[src/rtl/mem_port_arbiter_pkg.sv]
// -----------------------------------------------------------------------------
// mem_port_arbiter_pkg
//   Shared types and constants for the fetch/LSU memory port arbiter.
//   - CNT_W        : width of the starvation counter (holds limits up to 15)
//   - arb_state_e  : arbiter FSM states
//   - sat_inc()    : saturating increment used by the starvation counter
// -----------------------------------------------------------------------------
package mem_port_arbiter_pkg;

    localparam int CNT_W = 4;

    typedef enum logic [1:0] {
        ARB_ST_IDLE   = 2'd0,
        ARB_ST_BUSY_F = 2'd1,
        ARB_ST_BUSY_L = 2'd2
    } arb_state_e;

    function automatic logic [CNT_W-1:0] sat_inc(input logic [CNT_W-1:0] val,
                                                 input logic [CNT_W-1:0] limit);
        return (val >= limit) ? limit : val + CNT_W'(1);
    endfunction

endpackage

[src/rtl/mem_port_arbiter_if.sv]
// -----------------------------------------------------------------------------
// mem_port_arbiter_if
//   Bundles the fetch request port, the LSU request port and the memory
//   command/response port seen by the arbiter.
//   Modports:
//     slave  - the arbiter: receives fetch/LSU requests and memory responses,
//              drives grants, read data and the memory command.
//     master - the environment: fetch stage, LSU and memory model.
// -----------------------------------------------------------------------------
interface mem_port_arbiter_if #(
    parameter int AW = 32,
    parameter int DW = 32
);
    // fetch port
    logic            if_req;
    logic [AW-1:0]   if_addr;
    logic            if_flush;
    logic            if_gnt;
    logic            if_rvalid;
    logic [DW-1:0]   if_rdata;
    // load/store port
    logic            ls_req;
    logic            ls_we;
    logic [AW-1:0]   ls_addr;
    logic [DW-1:0]   ls_wdata;
    logic [DW/8-1:0] ls_wstrb;
    logic            ls_gnt;
    logic            ls_rvalid;
    logic [DW-1:0]   ls_rdata;
    // memory port
    logic            mem_req;
    logic            mem_we;
    logic [AW-1:0]   mem_addr;
    logic [DW-1:0]   mem_wdata;
    logic [DW/8-1:0] mem_wstrb;
    logic            mem_ready;
    logic [DW-1:0]   mem_rdata;

    modport slave (
        input  if_req, if_addr, if_flush,
        input  ls_req, ls_we, ls_addr, ls_wdata, ls_wstrb,
        input  mem_ready, mem_rdata,
        output if_gnt, if_rvalid, if_rdata,
        output ls_gnt, ls_rvalid, ls_rdata,
        output mem_req, mem_we, mem_addr, mem_wdata, mem_wstrb
    );

    modport master (
        output if_req, if_addr, if_flush,
        output ls_req, ls_we, ls_addr, ls_wdata, ls_wstrb,
        output mem_ready, mem_rdata,
        input  if_gnt, if_rvalid, if_rdata,
        input  ls_gnt, ls_rvalid, ls_rdata,
        input  mem_req, mem_we, mem_addr, mem_wdata, mem_wstrb
    );

endinterface

[src/rtl/mem_port_arbiter_pick.sv]
// -----------------------------------------------------------------------------
// mem_arb_pick
//   Combinational winner select for an idle arbiter plus the starvation
//   counter that stops a continuous LSU stream from locking out fetch.
//   Ports:
//     clk, reset   : clock, asynchronous active-high reset
//     i_idle       : arbiter is idle and may grant this cycle
//     i_if_req     : fetch request
//     i_if_flush   : fetch flush (a flushed fetch may not be granted)
//     i_ls_req     : LSU request
//     o_pick_ls    : LSU wins this cycle
//     o_pick_if    : fetch wins this cycle
// -----------------------------------------------------------------------------
module mem_arb_pick
    import mem_port_arbiter_pkg::*;
#(
    parameter int STARVE_LIMIT = 4
)(
    input  logic clk,
    input  logic reset,
    input  logic i_idle,
    input  logic i_if_req,
    input  logic i_if_flush,
    input  logic i_ls_req,
    output logic o_pick_ls,
    output logic o_pick_if
);

    localparam logic [CNT_W-1:0] LIMIT = CNT_W'(STARVE_LIMIT);

    logic [CNT_W-1:0] r_cnt;
    logic             w_pick_ls;
    logic             w_pick_if;

    // LSU keeps priority until fetch has watched LIMIT LSU grants go by.
    assign w_pick_ls = i_idle && i_ls_req && ((r_cnt < LIMIT) || !i_if_req);
    assign w_pick_if = i_idle && !w_pick_ls && i_if_req && !i_if_flush;

    // NOTE: sequential state is written with non-blocking (<=) so every flop
    // samples pre-edge values regardless of process evaluation order.
    always_ff @(posedge clk or posedge reset) begin
        if (reset) begin
            r_cnt <= '0;
        end else if (!i_if_req || w_pick_if) begin
            r_cnt <= '0;
        end else if (w_pick_ls && !i_if_flush) begin
            r_cnt <= sat_inc(r_cnt, LIMIT);
        end
    end

    assign o_pick_ls = w_pick_ls;
    assign o_pick_if = w_pick_if;

endmodule

[src/rtl/mem_port_arbiter.sv]
// -----------------------------------------------------------------------------
// mem_port_arbiter
//   Shares one single-port memory between the fetch stage (read-only) and the
//   load/store unit (read/write). One transaction outstanding at a time; LSU
//   has priority with a starvation guard for fetch. A flush cancels delivery
//   of an in-flight fetch without aborting the memory cycle. All outputs are
//   registered.
//   Ports:
//     clk    : clock, all state on rising edge
//     reset  : asynchronous active-high reset
//     bus    : fetch, LSU and memory ports (slave modport of
//              mem_port_arbiter_if)
// -----------------------------------------------------------------------------
module mem_port_arbiter
    import mem_port_arbiter_pkg::*;
#(
    parameter int AW           = 32,
    parameter int DW           = 32,
    parameter int STARVE_LIMIT = 4
)(
    input  logic              clk,
    input  logic              reset,
    mem_port_arbiter_if.slave bus
);

    arb_state_e      r_state,     w_state_nxt;
    logic            r_if_gnt,    w_if_gnt_nxt;
    logic            r_ls_gnt,    w_ls_gnt_nxt;
    logic            r_if_rvalid, w_if_rvalid_nxt;
    logic            r_ls_rvalid, w_ls_rvalid_nxt;
    logic [DW-1:0]   r_if_rdata,  w_if_rdata_nxt;
    logic [DW-1:0]   r_ls_rdata,  w_ls_rdata_nxt;
    logic            r_mem_req,   w_mem_req_nxt;
    logic            r_mem_we,    w_mem_we_nxt;
    logic [AW-1:0]   r_mem_addr,  w_mem_addr_nxt;
    logic [DW-1:0]   r_mem_wdata, w_mem_wdata_nxt;
    logic [DW/8-1:0] r_mem_wstrb, w_mem_wstrb_nxt;
    logic            r_drop,      w_drop_nxt;

    logic w_idle;
    logic w_pick_ls;
    logic w_pick_if;

    assign w_idle = (r_state == ARB_ST_IDLE);

    mem_arb_pick #(
        .STARVE_LIMIT (STARVE_LIMIT)
    ) u_pick (
        .clk        (clk),
        .reset      (reset),
        .i_idle     (w_idle),
        .i_if_req   (bus.if_req),
        .i_if_flush (bus.if_flush),
        .i_ls_req   (bus.ls_req),
        .o_pick_ls  (w_pick_ls),
        .o_pick_if  (w_pick_if)
    );

    // NOTE: every signal written here gets a default first, so no path leaves
    // a value unassigned and no latch is inferred.
    always_comb begin
        w_state_nxt     = r_state;
        w_if_gnt_nxt    = 1'b0;
        w_ls_gnt_nxt    = 1'b0;
        w_if_rvalid_nxt = 1'b0;
        w_ls_rvalid_nxt = 1'b0;
        w_if_rdata_nxt  = r_if_rdata;
        w_ls_rdata_nxt  = r_ls_rdata;
        w_mem_req_nxt   = r_mem_req;
        w_mem_we_nxt    = r_mem_we;
        w_mem_addr_nxt  = r_mem_addr;
        w_mem_wdata_nxt = r_mem_wdata;
        w_mem_wstrb_nxt = r_mem_wstrb;
        w_drop_nxt      = r_drop;

        unique case (r_state)
            ARB_ST_IDLE: begin
                w_drop_nxt = 1'b0;
                if (w_pick_ls) begin
                    w_state_nxt     = ARB_ST_BUSY_L;
                    w_ls_gnt_nxt    = 1'b1;
                    w_mem_req_nxt   = 1'b1;
                    w_mem_we_nxt    = bus.ls_we;
                    w_mem_addr_nxt  = bus.ls_addr;
                    w_mem_wdata_nxt = bus.ls_wdata;
                    w_mem_wstrb_nxt = bus.ls_wstrb;
                end else if (w_pick_if) begin
                    w_state_nxt     = ARB_ST_BUSY_F;
                    w_if_gnt_nxt    = 1'b1;
                    w_mem_req_nxt   = 1'b1;
                    w_mem_we_nxt    = 1'b0;
                    w_mem_addr_nxt  = bus.if_addr;
                    w_mem_wdata_nxt = '0;
                    w_mem_wstrb_nxt = '0;
                end
            end

            ARB_ST_BUSY_F: begin
                // A flush seen in the completion cycle still drops the data.
                if (bus.mem_ready) begin
                    w_state_nxt   = ARB_ST_IDLE;
                    w_mem_req_nxt = 1'b0;
                    w_drop_nxt    = 1'b0;
                    if (!(r_drop || bus.if_flush)) begin
                        w_if_rvalid_nxt = 1'b1;
                        w_if_rdata_nxt  = bus.mem_rdata;
                    end
                end else begin
                    w_drop_nxt = r_drop || bus.if_flush;
                end
            end

            ARB_ST_BUSY_L: begin
                if (bus.mem_ready) begin
                    w_state_nxt     = ARB_ST_IDLE;
                    w_mem_req_nxt   = 1'b0;
                    w_ls_rvalid_nxt = 1'b1;
                    // Writes only acknowledge; ls_rdata keeps the last read.
                    if (!r_mem_we) begin
                        w_ls_rdata_nxt = bus.mem_rdata;
                    end
                end
            end

            default: begin
                w_state_nxt   = ARB_ST_IDLE;
                w_mem_req_nxt = 1'b0;
                w_drop_nxt    = 1'b0;
            end
        endcase
    end

    // NOTE: the command/data registers are reset as well: they are a few
    // port-facing flops, not a RAM, and every output must read 0 after reset.
    always_ff @(posedge clk or posedge reset) begin
        if (reset) begin
            r_state     <= ARB_ST_IDLE;
            r_if_gnt    <= 1'b0;
            r_ls_gnt    <= 1'b0;
            r_if_rvalid <= 1'b0;
            r_ls_rvalid <= 1'b0;
            r_if_rdata  <= '0;
            r_ls_rdata  <= '0;
            r_mem_req   <= 1'b0;
            r_mem_we    <= 1'b0;
            r_mem_addr  <= '0;
            r_mem_wdata <= '0;
            r_mem_wstrb <= '0;
            r_drop      <= 1'b0;
        end else begin
            r_state     <= w_state_nxt;
            r_if_gnt    <= w_if_gnt_nxt;
            r_ls_gnt    <= w_ls_gnt_nxt;
            r_if_rvalid <= w_if_rvalid_nxt;
            r_ls_rvalid <= w_ls_rvalid_nxt;
            r_if_rdata  <= w_if_rdata_nxt;
            r_ls_rdata  <= w_ls_rdata_nxt;
            r_mem_req   <= w_mem_req_nxt;
            r_mem_we    <= w_mem_we_nxt;
            r_mem_addr  <= w_mem_addr_nxt;
            r_mem_wdata <= w_mem_wdata_nxt;
            r_mem_wstrb <= w_mem_wstrb_nxt;
            r_drop      <= w_drop_nxt;
        end
    end

    assign bus.if_gnt    = r_if_gnt;
    assign bus.if_rvalid = r_if_rvalid;
    assign bus.if_rdata  = r_if_rdata;
    assign bus.ls_gnt    = r_ls_gnt;
    assign bus.ls_rvalid = r_ls_rvalid;
    assign bus.ls_rdata  = r_ls_rdata;
    assign bus.mem_req   = r_mem_req;
    assign bus.mem_we    = r_mem_we;
    assign bus.mem_addr  = r_mem_addr;
    assign bus.mem_wdata = r_mem_wdata;
    assign bus.mem_wstrb = r_mem_wstrb;

endmodule

[src/flat_wrapper.sv]
// flat-port wrapper written by rule: the top's interface ports become plain ports
module mem_port_arbiter_flat import mem_port_arbiter_pkg::*;
#(
    parameter int AW           = 32,
    parameter int DW           = 32,
    parameter int STARVE_LIMIT = 4
)
  (clk, reset, bus_if_req, bus_if_addr, bus_if_flush, bus_ls_req, bus_ls_we, bus_ls_addr, bus_ls_wdata, bus_ls_wstrb, bus_mem_ready, bus_mem_rdata, bus_if_gnt, bus_if_rvalid, bus_if_rdata, bus_ls_gnt, bus_ls_rvalid, bus_ls_rdata, bus_mem_req, bus_mem_we, bus_mem_addr, bus_mem_wdata, bus_mem_wstrb);
  mem_port_arbiter_if #(.AW(AW), .DW(DW)) bus_i ();
  input  logic clk;
  input  logic reset;
  input wire logic [$bits(bus_i.if_req)-1:0] bus_if_req;
  input wire logic [$bits(bus_i.if_addr)-1:0] bus_if_addr;
  input wire logic [$bits(bus_i.if_flush)-1:0] bus_if_flush;
  input wire logic [$bits(bus_i.ls_req)-1:0] bus_ls_req;
  input wire logic [$bits(bus_i.ls_we)-1:0] bus_ls_we;
  input wire logic [$bits(bus_i.ls_addr)-1:0] bus_ls_addr;
  input wire logic [$bits(bus_i.ls_wdata)-1:0] bus_ls_wdata;
  input wire logic [$bits(bus_i.ls_wstrb)-1:0] bus_ls_wstrb;
  input wire logic [$bits(bus_i.mem_ready)-1:0] bus_mem_ready;
  input wire logic [$bits(bus_i.mem_rdata)-1:0] bus_mem_rdata;
  output wire logic [$bits(bus_i.if_gnt)-1:0] bus_if_gnt;
  output wire logic [$bits(bus_i.if_rvalid)-1:0] bus_if_rvalid;
  output wire logic [$bits(bus_i.if_rdata)-1:0] bus_if_rdata;
  output wire logic [$bits(bus_i.ls_gnt)-1:0] bus_ls_gnt;
  output wire logic [$bits(bus_i.ls_rvalid)-1:0] bus_ls_rvalid;
  output wire logic [$bits(bus_i.ls_rdata)-1:0] bus_ls_rdata;
  output wire logic [$bits(bus_i.mem_req)-1:0] bus_mem_req;
  output wire logic [$bits(bus_i.mem_we)-1:0] bus_mem_we;
  output wire logic [$bits(bus_i.mem_addr)-1:0] bus_mem_addr;
  output wire logic [$bits(bus_i.mem_wdata)-1:0] bus_mem_wdata;
  output wire logic [$bits(bus_i.mem_wstrb)-1:0] bus_mem_wstrb;
  assign bus_i.if_req = bus_if_req;
  assign bus_i.if_addr = bus_if_addr;
  assign bus_i.if_flush = bus_if_flush;
  assign bus_i.ls_req = bus_ls_req;
  assign bus_i.ls_we = bus_ls_we;
  assign bus_i.ls_addr = bus_ls_addr;
  assign bus_i.ls_wdata = bus_ls_wdata;
  assign bus_i.ls_wstrb = bus_ls_wstrb;
  assign bus_i.mem_ready = bus_mem_ready;
  assign bus_i.mem_rdata = bus_mem_rdata;
  assign bus_if_gnt = bus_i.if_gnt;
  assign bus_if_rvalid = bus_i.if_rvalid;
  assign bus_if_rdata = bus_i.if_rdata;
  assign bus_ls_gnt = bus_i.ls_gnt;
  assign bus_ls_rvalid = bus_i.ls_rvalid;
  assign bus_ls_rdata = bus_i.ls_rdata;
  assign bus_mem_req = bus_i.mem_req;
  assign bus_mem_we = bus_i.mem_we;
  assign bus_mem_addr = bus_i.mem_addr;
  assign bus_mem_wdata = bus_i.mem_wdata;
  assign bus_mem_wstrb = bus_i.mem_wstrb;
  mem_port_arbiter #(.AW(AW), .DW(DW), .STARVE_LIMIT(STARVE_LIMIT)) u_core (.clk(clk), .reset(reset), .bus(bus_i));
endmodule
[config.mk]
export PLATFORM = sky130hd
export DESIGN_NAME = mem_port_arbiter_flat
export DESIGN_NICKNAME = d
export VERILOG_FILES = /design/src/rtl/mem_port_arbiter_pkg.sv /design/src/rtl/mem_port_arbiter_if.sv /design/src/rtl/mem_port_arbiter_pick.sv /design/src/rtl/mem_port_arbiter.sv /design/src/flat_wrapper.sv
export SDC_FILE = /design/constraint.sdc
export NUM_CORES = 1
export LEC_CHECK = 0
export ABC_AREA = 1
export CAP_MARGIN = 20
export CORE_MARGIN = 5
export CORE_UTILIZATION = 44
export DETAILED_ROUTE_END_ITERATION = 8
export PLACE_DENSITY = 0.93
export SYNTH_ARGS = -nofsm -noshare
export SYNTH_HDL_FRONTEND = slang
export SYNTH_SLANG_ARGS = --single-unit
[constraint.sdc]
create_clock -name clk -period 16.2 [get_ports clk]
set_input_delay 4.05 -clock clk [delete_from_list [all_inputs] [get_ports clk]]
set_output_delay 4.05 -clock clk [all_outputs]
set_load 0.01 [all_outputs]
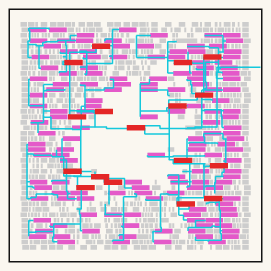
Run 1: clock wires, drivers and flops
Scale: 2 px per um.
Magenta marks flip-flops, count 145. Cyan marks clock wires, length 1710 um. Red marks cells driving clock nets, count 17.
Position of the flops: widely spread.

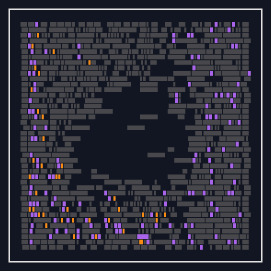
Run 1: logic cells by family
Scale: 2 px per um.
Purple marks inverting AOI/OAI gates, cells 136, where widely spread. Orange marks NOR gates, cells 37.
most frequent logic cell in the layout: sky130_fd_sc_hd__clkdlybuf4s50_1
post-route insts no fill: 1093
logic share of the area: 19.9%

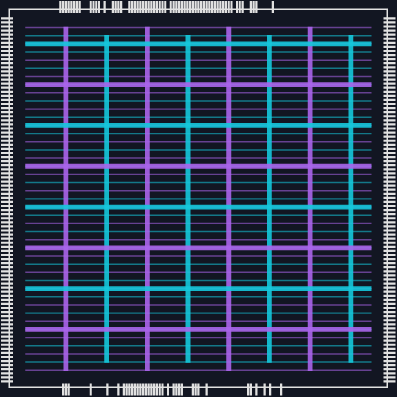
Run 1: floorplan with the power grid
Scale: 3 px per um. Pins as bars on the die edge.
Purple marks VSS. Cyan marks VDD.
43 met1 rails follow the rows. 8 straps on met5. The core has 42 rows. 8 straps on met4. 277 signal pins sit on the boundary.

==> summary.txt, run 1 <==
Implementation results. In the final layout, the share of cells above drive strength 1 is 4.69%. Detailed-route iteration 0 reported a violation count of 410. Worst-case clock buffer depth landed at 2. Summing the areas of all fa, ha and maj instances in the mapped netlist gives 0.852% of the synthesized area. Placeable core region landed at 13200 um2. Number of antenna violations at the first check in global routing landed at 0. In the final layout, flip-flops and latches occupy 3630 um2. At the worst endpoint, the required time is 16.48 ns.

Per the final report, max-transition violations number 0. Number of nets still failing antenna checks after routing landed at 0. Clock input transition at the sequential cells of the worst setup and hold paths landed at 0.05 ns. Of all power groups, the one with the highest power is combinational cells. The top cell types in the final layout, fill and taps aside, are sky130_fd_sc_hd__clkdlybuf4s50_1, sky130_fd_sc_hd__nand2_1, sky130_fd_sc_hd__dfrtp_1.

Summed over all routing layers, the global router reports a total usage of between 20 and 25%. Max-cap violations in this run came to 0. Dividing the synthesized area by the synthesized cell count gives 9.12 um2. Clock tree skew after final layout landed at between 0.007 and 0.008 ns. Overall die area landed at 15800 um2.

The transition time recorded at the tightest slew-check pin is 1.01 ns. In this run, power in the clock network comes to 396 uW. Internal power of the cells landed at approximately 1.2 mW. Detailed routing inserted a total of 5577 vias. Fraction of the yosys area taken by sequential cells landed at 61.8%. Relative to the synthesized area, the layout overhead comes to 58.1%. Number of well-tap cells placed landed at 176. The finished design was reported to have a net count of 1047. STA classifies the critical path startpoint as an input port. After synthesis, the chip area reported by Yosys is approximately 5900 um2. Setup repair after global routing left no endpoint under its margin. STA lists the startpoint of the worst register-to-register path as u_core.r_state[0]. Clock network power share landed at between 20% and 30%.

Per the synthesis report, the XOR/XNOR share of the synthesized area is 0%. Yosys reports the multiplexer fraction of the synthesized area as 0%. The critical path starts at bus_if_req. Synthesized-area fraction occupied by and/or/nand/nor cells landed at 18.8%.

The clock drives 145 sinks. Total power normalized to cell area comes to 195 nW/um2. Per the layout area report, the combinational gate area comes to 1850 um2. Maximum vdd ir drop landed at around 0.0001 V.

Highest clock frequency the design can meet landed at 157 MHz. The report puts the cell count of the worst reg-to-reg path at 8. The first global-routing pass estimated 28000 um of wire.

Looking at the post-CTS report, the setup buffer insertion count equals 0. Arrival time of data at the critical path endpoint landed at around 6.7 ns. Share of cell area taken by flip-flops and latches landed at 39.1%. Per the hold report, the tightest min-delay path originates at u_core.bus.ls_rdata[19]. In the synthesized netlist, the dominant kind of combinational cell is simple AND/OR/NAND/NOR gates. Multi-input combinational cell count landed at 411. Yosys reported that registers with async set or reset make up 100%. Clock tree buffers and inverters occupy approximately 6.6% of the routed design's cell area.

Switching power as a fraction of the total was reported as 35.0%. The endpoint of the worst hold path is reported as u_core.bus.ls_rdata[19]. The root buffer cell chosen for the clock tree is sky130_fd_sc_hd__clkbuf_16. Final-layout fill cell count landed at 917. By area, the class that comes first in the final layout consists of registers. Count of final hold-check violations landed at 0.

In the Yosys report the total cell count is around 640. Counting both buffers and inverters, the worst setup path holds a total of 2. Looking at the power breakdown, combinational cells take 43.2% of the total. The report gives the cell count of the worst hold path as 2.

STA reports a reg2reg setup slack of ~13 ns. Proportion of power drawn by flip-flops and latches landed at a little over a third. Quantity of hold-fixing buffers added after cts landed at 0. Total clock buffers created by CTS landed at 17. After layout, the worst path uses around two fifths of the clock period. Power of the combinational group landed at 780 uW.

Entering global routing, the biggest net connects 94 pins. The run finished with clean final reports. Looking at the reg2reg group, the worst path ends at u_core.bus.mem_addr[26]. Broken down by cell family, the worst path's largest delay share belongs to buffers and inverters. The worst setup path is captured at a flop. Per the detail_route report, routed wire per instance is 16.7 um.

The later pin in the worst-skew pair is clocked with a latency of slightly above 0.4 ns. Tally of yosys warning messages landed at 0. Count of standard-cell rows landed at about 42. The layout has 22 clock buffers. Cell count after placement landed at roughly 1100. In this design, the stage delay of the slowest critical-path cell is 0.93 ns. The most used flip-flop cell after synthesis is sky130_fd_sc_hd__dfrtp_1.

The non-clock inverters instantiated in the layout total 51. Total number of sequential cells landed at 145.
## run 1: through the flow
step | instance area (um2) | setup WS (ns) | util [%]
3_5_place_dp | 8670 | 9.36 | 65.7
6_report | 9280 | 9.82 | 70.4
2_1_floorplan | 5870 | 8.26 | -
4_1_cts | 9280 | 9.79 | 70.4
3_3_place_gp | 8670 | 9.35 | 65.7
5_1_grt | 9280 | 9.58 | 70.4
## run 1: cell usage after synthesis, types with 2 or more instances
master                     instances  area (um2)
sky130_fd_sc_hd__o21ai_1          15        75.1
sky130_fd_sc_hd__clkbuf_1         11        41.3
sky130_fd_sc_hd__dfrtp_1         145        3630
sky130_fd_sc_hd__buf_6             3        33.8
sky130_fd_sc_hd__a21oi_1          35         175
sky130_fd_sc_hd__buf_2            14        70.1
sky130_fd_sc_hd__buf_1             2        7.51
sky130_fd_sc_hd__ha_1              4        50.1
sky130_fd_sc_hd__buf_4             7        52.6
sky130_fd_sc_hd__nand2_4           3        33.8
sky130_fd_sc_hd__nand2_1         187         702
sky130_fd_sc_hd__o21ai_0          85         425
sky130_fd_sc_hd__nand4_1           4        25.0
sky130_fd_sc_hd__nand3_1          39         195
sky130_fd_sc_hd__nor2_1           36         135
sky130_fd_sc_hd__inv_1            49         184
## run 1: metal layers
metal	GRT usage [%]	wire length [um]	vias up
met4	7.97	453	0
met5	0	0	-
met2	39.1	9130	303
li1	-	-	2580
met3	8.61	1910	33
met1	25.2	6750	2661
## run 1: worst register-to-register path, delay by kind of cell, from the launching register on
family	cells	cell delay [ns]
AOI/OAI and AO/OA	1	0.11
adders and majority gates	1	0.26
buffers and inverters	3	1.09
DFF	1	0.38
and+or+nand+nor	3	0.98
Run 1, wiring by layer:
Scale: 4 px per um.
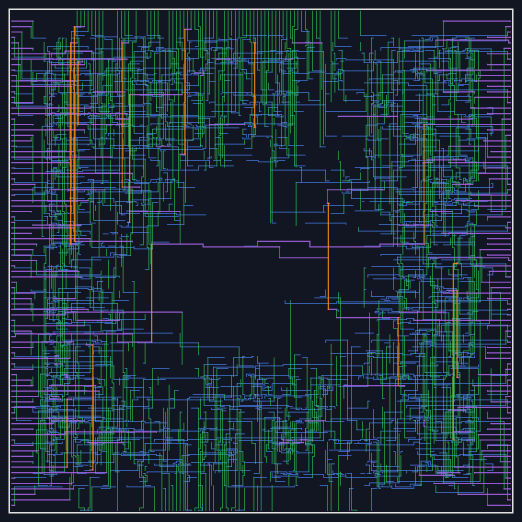

==> run 1 -> run 2 <==
--- a/config.mk
+++ b/config.mk
@@ -8,9 +8,9 @@
 export ABC_AREA = 1
 export CAP_MARGIN = 20
 export CORE_MARGIN = 5
-export CORE_UTILIZATION = 44
+export CORE_UTILIZATION = 41
 export DETAILED_ROUTE_END_ITERATION = 8
-export PLACE_DENSITY = 0.93
+export PLACE_DENSITY = 0.88
 export SYNTH_ARGS = -nofsm -noshare
 export SYNTH_HDL_FRONTEND = slang
 export SYNTH_SLANG_ARGS = --single-unit
==> constraint.sdc (replaced) <==
create_clock -name clk -period 6.7 [get_ports clk]
set_input_delay 1.675 -clock clk [delete_from_list [all_inputs] [get_ports clk]]
set_output_delay 1.675 -clock clk [all_outputs]
set_load 0.01 [all_outputs]
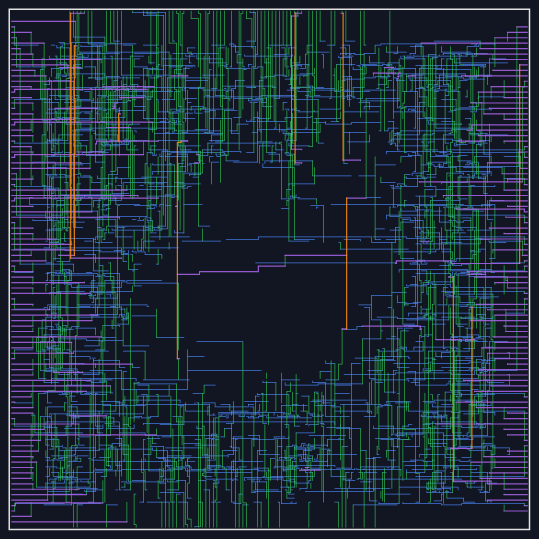
Run 2: wiring by layer
Scale: 4 px per um.
Green marks met2, wire length 8880 um. Blue marks met1, wire length 6710 um. Orange marks met4, wire length 452 um. Purple marks met3, wire length 2080 um.

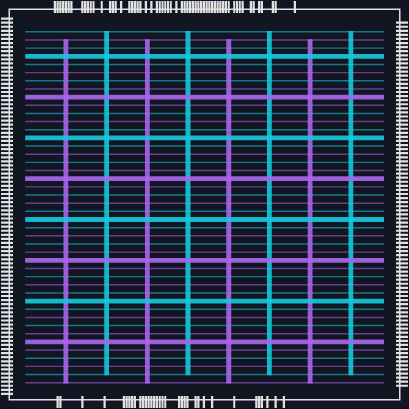
Run 2: floorplan with the power grid
Scale: 3 px per um. Pins as bars on the die edge.
Purple marks VSS. Cyan marks VDD.
8 straps on met4. 8 straps on met5. 277 signal pins sit on the boundary. The core has 43 rows. 44 met1 rails follow the rows.
y dimension of the die: 130 um
Peak supply drop: 0.000238 V
core outline area: 14000 um2
Horiz. Die Dim: 130 um

==> run 2 against run 1 <==
  * Wire length shrank 0.67%
  * Cell area shrank 0.70%
  * Setup slack lost 7.1 ns
  * Register-to-register slack lost 9.5 ns
  * Count of clock-buffer cells in the layout shrank 5
  * Synthesized cell count is the same
  * Sequential share of layout area grew 0.28 points
  * Total power grew 140%
==> summary.txt, run 2 <==
Implementation results. The most used flip-flop cell after synthesis is sky130_fd_sc_hd__dfrtp_1. In the final report, the number of endpoints failing setup comes to 0. Summing over every cut layer, the via total after detailed routing is 5392.

Aggregate global-route resource usage landed at a little over a fifth. In this run the static leakage power is 4.28 nW. Worst-case reg-to-reg path depth landed at 8. The final antenna diode tally reported by the flow is 0. Per the repair_timing log after CTS, setup buffers inserted total 0. By instance count, the cell type seen most on the critical path is sky130_fd_sc_hd__nand2_1. Setup repair after global routing left no endpoint under its margin. Logged for this run, the post-placement worst setup slack is 2.18 ns. Subtracting the final worst setup slack from the clock period gives just over 4 ns.

Yosys instantiated no cell more often than sky130_fd_sc_hd__nand2_1. Tightest hold margin landed at 0.485 ns. Clock tree skew after final layout landed at 0.00808 ns. STA puts the critical path data arrival time at 4.31 ns. For this design, the slowest cell found on the critical path is sky130_fd_sc_hd__clkinv_2.

Overflow left after global routing landed at 0. The run finished with clean final reports. Before placement the cells fill 42.0% of the core. The via count of the first global-routing pass was approximately 5300. The setup path with the least slack is of type in2reg. Final worst setup slack landed at ~2.7 ns. Worst-case clock buffer depth landed at 2. Post-synthesis average cell area landed at about 9 um2.

The startpoint identified for the worst register-to-register timing path is u_core.r_state[0]. Maximum level of the CTS H-tree landed at 4. Share of the clock period used by the worst path after layout landed at 60.0%. The run reported a max-capacitance violation count of 0.

Fraction of the yosys area taken by sequential cells landed at 61.8%. The post-synth register bit count is between 100 and 150. Yosys mapped the design onto 21 distinct sky130hd cell types.

The worst setup path is captured at a flop. Relative area change from synthesis to final layout landed at 57.0%. Proportion of layout cells with a drive suffix above 1 landed at 4.59%. Per the slew report, the remaining headroom to the max-slew limit stands at 33.0%. The report lists the power per cell area as between 400 and 500 nW/um2. Total clock buffers created by CTS landed at 17. Pin placement for this block handled 277 I/O pins. Quantity of hold-fixing buffers added after cts landed at 0. Post-detailed-route DRC marker count landed at 0.

Share of synthesized registers carrying an async set or reset landed at 100%. Highest clock frequency the design can meet landed at 249 MHz. Looking at hold timing, the worst path starts from u_core.bus.ls_rdata[11].

STA reports a reg2reg setup slack of 3.74 ns. Yosys reports that the most numerous cell types are sky130_fd_sc_hd__nand2_1, sky130_fd_sc_hd__dfrtp_1, sky130_fd_sc_hd__o21ai_0. Clock input transition at the sequential cells of the worst setup and hold paths landed at roughly 0.060 ns. The type recorded for the worst min-delay path is reg2reg.

The path with the worst hold slack has its endpoint at u_core.bus.ls_rdata[11]. The report lists the number of standard-cell rows as 43. Count of final hold-check violations landed at 0. Number of warnings the tools reported landed at 30. Cell area after synthesis landed at 5870 um2.

STA classifies the critical path startpoint as an input port. For reference, the final report shows the max-slew violation count at 0. The top cell types in the final layout, fill and taps aside, are sky130_fd_sc_hd__clkdlybuf4s50_1, sky130_fd_sc_hd__nand2_1, sky130_fd_sc_hd__dfrtp_1. Number of buffer and inverter instances along the worst setup path landed at 2. The kind of cell with the highest combined delay along the critical path is buffers and inverters. Number of gates resized after cts landed at 0. After legalization and detailed placement, the total HPWL measured 13000 um. The worst hold path passes through 2 cells. In this run the worst path has a maximum fanout of between 70 and 80.

Number of nets at floorplan landed at 787. Number of iterations in the first detailed-routing pass landed at 4. The area recorded from the Yosys report for this design is 5870 um2. Area fraction of the dominant cell type after synthesis landed at about three fifths.

Clock sink count landed at 145. Wire length per cell landed at between 15 and 20 um. Total cell area at the placement stage landed at ~8700 um2. The tree is rooted in a sky130_fd_sc_hd__clkbuf_16. The first global-routing pass estimated 27600 um of wire. Final non-filler cell area landed at about 9200 um2. OpenSTA lists the critical path startpoint as bus_if_req.

Final sum of negative setup slack landed at 0 ns. Final layout net count landed at 1047. Dividing the detail-routed via count by the number of cells gives 4.92. Among all stages on the critical path, the maximum delay recorded is between 0.9 and 1 ns. After the first detailed-routing iteration, the DRC count stood at roughly 310. Clock latency at the later pin of the worst-skew pair landed at slightly above 0.4 ns. After layout, the design draws a total of 4.26 mW. Per the cell usage report, the commonest logic cell in the layout is sky130_fd_sc_hd__clkdlybuf4s50_1. Required time of the critical path landed at 6.99 ns. sky130_fd_sc_hd__dfrtp_1 takes more of the synthesized area than any other cell. TritonCTS built the clock tree. Per the timing report, the most critical flop-to-flop path finishes at u_core.bus.mem_wdata[26]. The buffer_ports step reported a buffer count of 276. The Yosys step of the flow raised 0 warnings. Walking the worst path, the cells encountered are clkdlybuf4s50_1 > o21ai_4 > nand2_4 > clkinv_2 > nand2_1 > nand2_1.

The detailed router reported a total wirelength of 18100 um. Number of antenna violations at the first check in global routing landed at 0. Entering global routing, the biggest net connects 104 pins. The synthesis report lists the most area-consuming cells as sky130_fd_sc_hd__dfrtp_1, sky130_fd_sc_hd__nand2_1, sky130_fd_sc_hd__o21ai_0. The number of cells reported by Yosys stat comes to 644. Number of nets still failing antenna checks after routing landed at 0. Counting every instance in the synthesized netlist gives 644. Transition at the pin with the smallest max-transition slack landed at 1.00 ns.

The placement summary gives the final routability congestion estimate as 0.816. The overall die size recorded for this design is around 17000 um2. Counting flops with a built-in enable in the synthesized netlist gives 0.
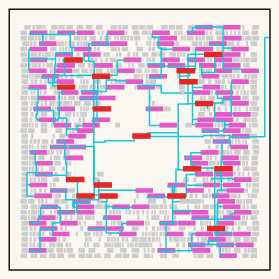
Run 2: clock wires, drivers and flops
Scale: 2 px per um.
Cyan marks clock wires, length 1790 um. Magenta marks flip-flops, count 145. Red marks cells driving clock nets, count 17.
Position of the flops: widely spread. There are 18 routed clock nets.

-- run 2: layout make-up --
type,count,area (um2)
Tap cell,180,225
Sequential cell,145,3630
Timing Repair Buffer,278,2780
Clock inverter,13,114
Fill cell,1115,4770
Inverter,51,198
Clock buffer,17,425
Multi-Input combinational cell,411,1850
-- run 2: metal layers --
layer / vias up / global-route usage, % / wire length (um)
li1: 2575 / - / -
met1: 2533 / 24.3 / 6710
met2: 259 / 35.6 / 8880
met3: 25 / 8.62 / 2080
met4: 0 / 8.44 / 451
met5: - / 0 / 0
-- run 2: through the flow --
step           utilization (%)  std cells
6_report                  65.9       1095
5_1_grt                   65.9       1095
4_1_cts                   65.9       1095
3_5_place_dp              62.0       1065
3_3_place_gp              62.0       1065
2_1_floorplan                -        644
-- run 2: worst max-delay path by stage --
stage | to | slack [ns] | cells past startpoint
floorplan | u_core.bus.if_gnt | 1.13 | 1
global route | u_core.bus.mem_req | 2.42 | 7
CTS | u_core.r_state[0] | 2.65 | 7
finish | u_core.bus.mem_wdata[26] | 2.68 | 6
global placement | u_core.r_state[0] | 2.21 | 7
detailed placement | u_core.r_state[0] | 2.18 | 7
-- run 2: logic make-up after synthesis --
| family | share of synthesized area [%] |
|---|---|
| AND/OR/NAND/NOR | 18.8 |
| buffers and inverters | 6.78 |
| adder cells (fa/ha/maj) | 0.852 |
| AND-OR/OR-AND | 11.8 |
| flip-flops | 61.8 |
-- run 2: report_power, final --
part	leakage (nW)	total, mW	switching, mW	internal [mW]
registers	1.82	1.51	0.228	1.28
logic	2.20	1.88	0.920	0.964
clock network	0.265	0.870	0.364	0.506
No activity file was given, so power comes from the tool's default toggle rates.
